Metal 4:
Bar = 50 µm.
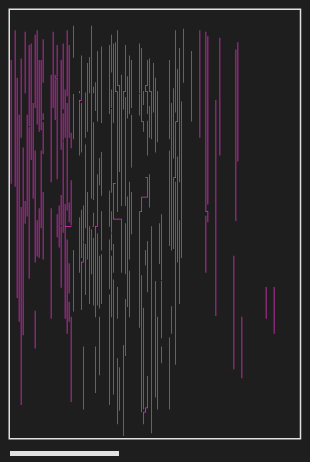
Pin placement:
Pins as bars across the die edge, other pins in gray.
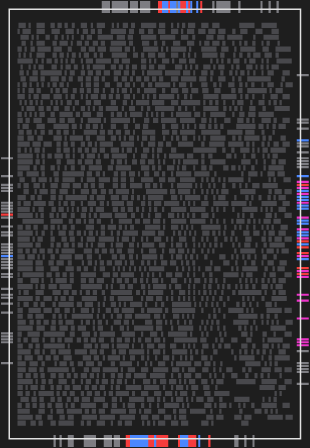
Clock network drawn from the DEF:
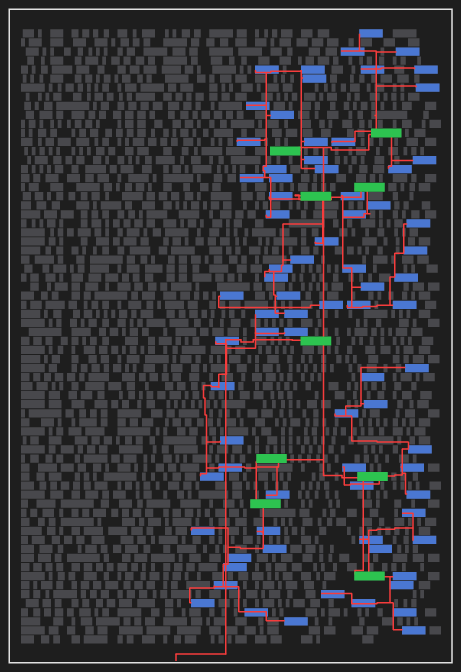
Design ecc_mem_ctrl_flat, sky130hd; sources not shown.
==> results.txt <==
run metrics: # setup viols final=76, critical path launch point type=input pin, total negative setup slack=-24,160 ps, H-tree depth=3, fill count=2,921, number of flip-flops in the largest register=39, Synth Cell Area=8190 µm², root cell of the clock tree=clkbuf_16, initial antenna violation count=1, ys cells=around 1,500, top cells, area=nand2_1, dfxtp_1, inv_1, DRC Markers=0, layout cells sized above 1=0.401, largest net degree at the start of global routing=57, synth-to-layout area growth=80.8%, total die area=roughly 26,000 µm², Dominant flop cell=dfxtp_1, ys async rst share=0, RSZ-0062 raised after global routing=true, io pins=193, post-synth top area cell=nand2_1, Crit Path Class=in -> out, top cells by count=nand2_1, inv_1, nand3_1, Seq share, synth=0.191, Initial Util=0.350, Site Rows=68, Max FO, Critical Path=6, Req. time, crit path=2830 ps, final slew viol count=0, tool warnings=30, worst slew pin tran=between 700 and 800 ps, Netlist cell types=37, final instance area=14,800 µm², slack of the critical path=-761 ps, Final Hold Viols=0, Via density=5.70, top cell type's share of synthesized area=0.280, Num CTS Buffers=9, Setup crit end kind=primary output, Yosys reg bits=78, Core ar.=between 20,000 and 25,000 µm², Final Cycle Share=1.23, R2R setup slack=780 ps, synthesized instance count=1,454, Worst R2R Path Depth=10, Routed WL per cell=25.5 µm, CTS tree=yes, drt first pass iters=5, crit path DAT=between 3000 and 4000 ps, Gate Area=7420 µm², vias in the first global route=12,000, antenna-violating nets left=0, YS chip area=8190 µm², Yosys top cell by instances=nand2_1, Avg Cell Area, Syn=5.63 µm², Max-cap violations=0, Pwr Density=406 nW/µm², total gr overflow=0, n_diodes=0, # nets final=1,925, peak supply drop=0.355 mV, failing checks=negative setup slack, worst hold stages=2, gpl congestion=0.920, clk sinks=78, Mapped Nets=1,540, global-route wire length before repair=63,100 µm, fin crit period=4090 ps, HPWL after detailed placement=approximately 29,000 µm, Setup WS pre-CTS=-580 ps, number of DRC markers in iteration 0=roughly 750, status=finished, violations left, Post-synth EDFFs=0, Storage cell area=1560 µm², Power, Total=roughly 0.006 W, leak pwr=approximately 7 nW, Tightest Hold Check Type=in -> reg, YS warnings=0, maximum clock insertion buffer count=2, Area after DPL=12,000 µm², Reg clk slew, reported paths=60 ps, WHS=461 ps, Slew HR=0.502, Fmax=approximately 0.24 GHz, gr usage total=0.305
Notes on 'metal 4' above:
longest straight run = 101 µm
share of all routed wire = 11%
Detailed Route WL: 55,100 µm
routed vias: 12,300

Notes on 'pin placement' above:
mem_wd -> blue  # pins 39, direction output, edge 15 bottom, 13 right, 10 top, 1 left
cnt_corr -> magenta  # pins 16, direction output, edge right
bus_req_wd -> red  # pins 32, direction input, edge 17 bottom, 8 top, 6 right, 1 left
all pins by edge = 54 bottom, 52 right, 52 top, 35 left
port bufs: 192
die height: 196 µm
chip width: 133 µm

Notes on 'clock network drawn from the DEF' above:
flip-flops -> blue  # count 78
clock wires -> red  # length 1,280 µm
cells driving clock nets -> green  # count 9
routed clock nets = 10
Clock Latency Late Sink: 350 ps
worst clock skew: 6.09 ps
power share of the clock group: 0.218
clock-net power: 0.00131 W

## where the power goes
part,internal (W),switching [W]
sequential,0.00101,0.0000452
combinational,0.00140,0.00224
clock,0.000882,0.000429
## metal layers
metal,global-route usage,vias to the layer above,share of wire
met1,0.297,5914,0.32
met4,0.207,2,0.11
met2,0.592,730,0.50
met3,0.0339,375,0.075
li1,-,5281,-
met5,0,-,0.00020
## stage by stage
step / utilization / instances
after floorplan: - / 1454
after global placement: 0.513 / 2083
after detailed placement: 0.513 / 2083
after CTS: 0.571 / 2136
after global routing: 0.633 / 2159
final: 0.633 / 2159
## what timing repair did
| item | in CTS | in global routing |
|---|---|---|
| pin swaps | 73 | 131 |
| gates cloned | 4 | 5 |
| resized | 315 | 374 |
| setup buffers | 34 | 18 |
| hold buffers | 0 | 0 |
| endpoints found under the setup margin | 71 | 34 |
## critical path: stages
cell,delay [ps]
buf_4,140
inv_4,60
nand2_1,60
nand2_1,270
nand2_2,190
nand2_2,90
inv_1,200
nand2_1,210
nand2_2,150
nand2_2,110
nand3_4,120
nand2_8,110
nor2_4,160
nand2_2,120
nor2_2,450
nand3_1,220
a21oi_2,240
buf_12,160
## area by class of cell
type / instances / area share
multi-input cells: 1133 / 0.501
clock buffers: 9 / 0.0152
well taps: 315 / 0.0266
clock inverters: 7 / 0.0108
inverters: 188 / 0.0520
repair buffers: 429 / 0.289
flip-flops and latches: 78 / 0.105
## cell usage in the layout, fill, tap and decap left out, types with 10 or more instances in the layout
master and count:
nand2_4 60, buf_4 224, o21ai_0 24, a21oi_2 11, nor2_4 11, buf_12 47, clkdlybuf4s50_1 115, nand3_1 81
a21oi_1 67, nor3_1 19, buf_2 11, nand2_1 404, nor3_2 10, buf_6 16, inv_2 29, mux2i_1 25
nor2_1 44, a21oi_4 20, nor2_2 11, inv_1 137, dfxtp_1 78, nand3_2 27, clkbuf_16 12, inv_4 17
nand3_4 19, xnor2_1 29, xor2_1 61, nand2_2 161
## kinds of logic after synthesis
group,share of synthesized area
flops,0.191
buf+inv,0.130
compound gates,0.0802
xor+xnor,0.115
fa+ha+maj,0.00917
mux,0.0306
simple gates,0.444
Power figures rest on the tool's default switching activity, not on a simulated workload.
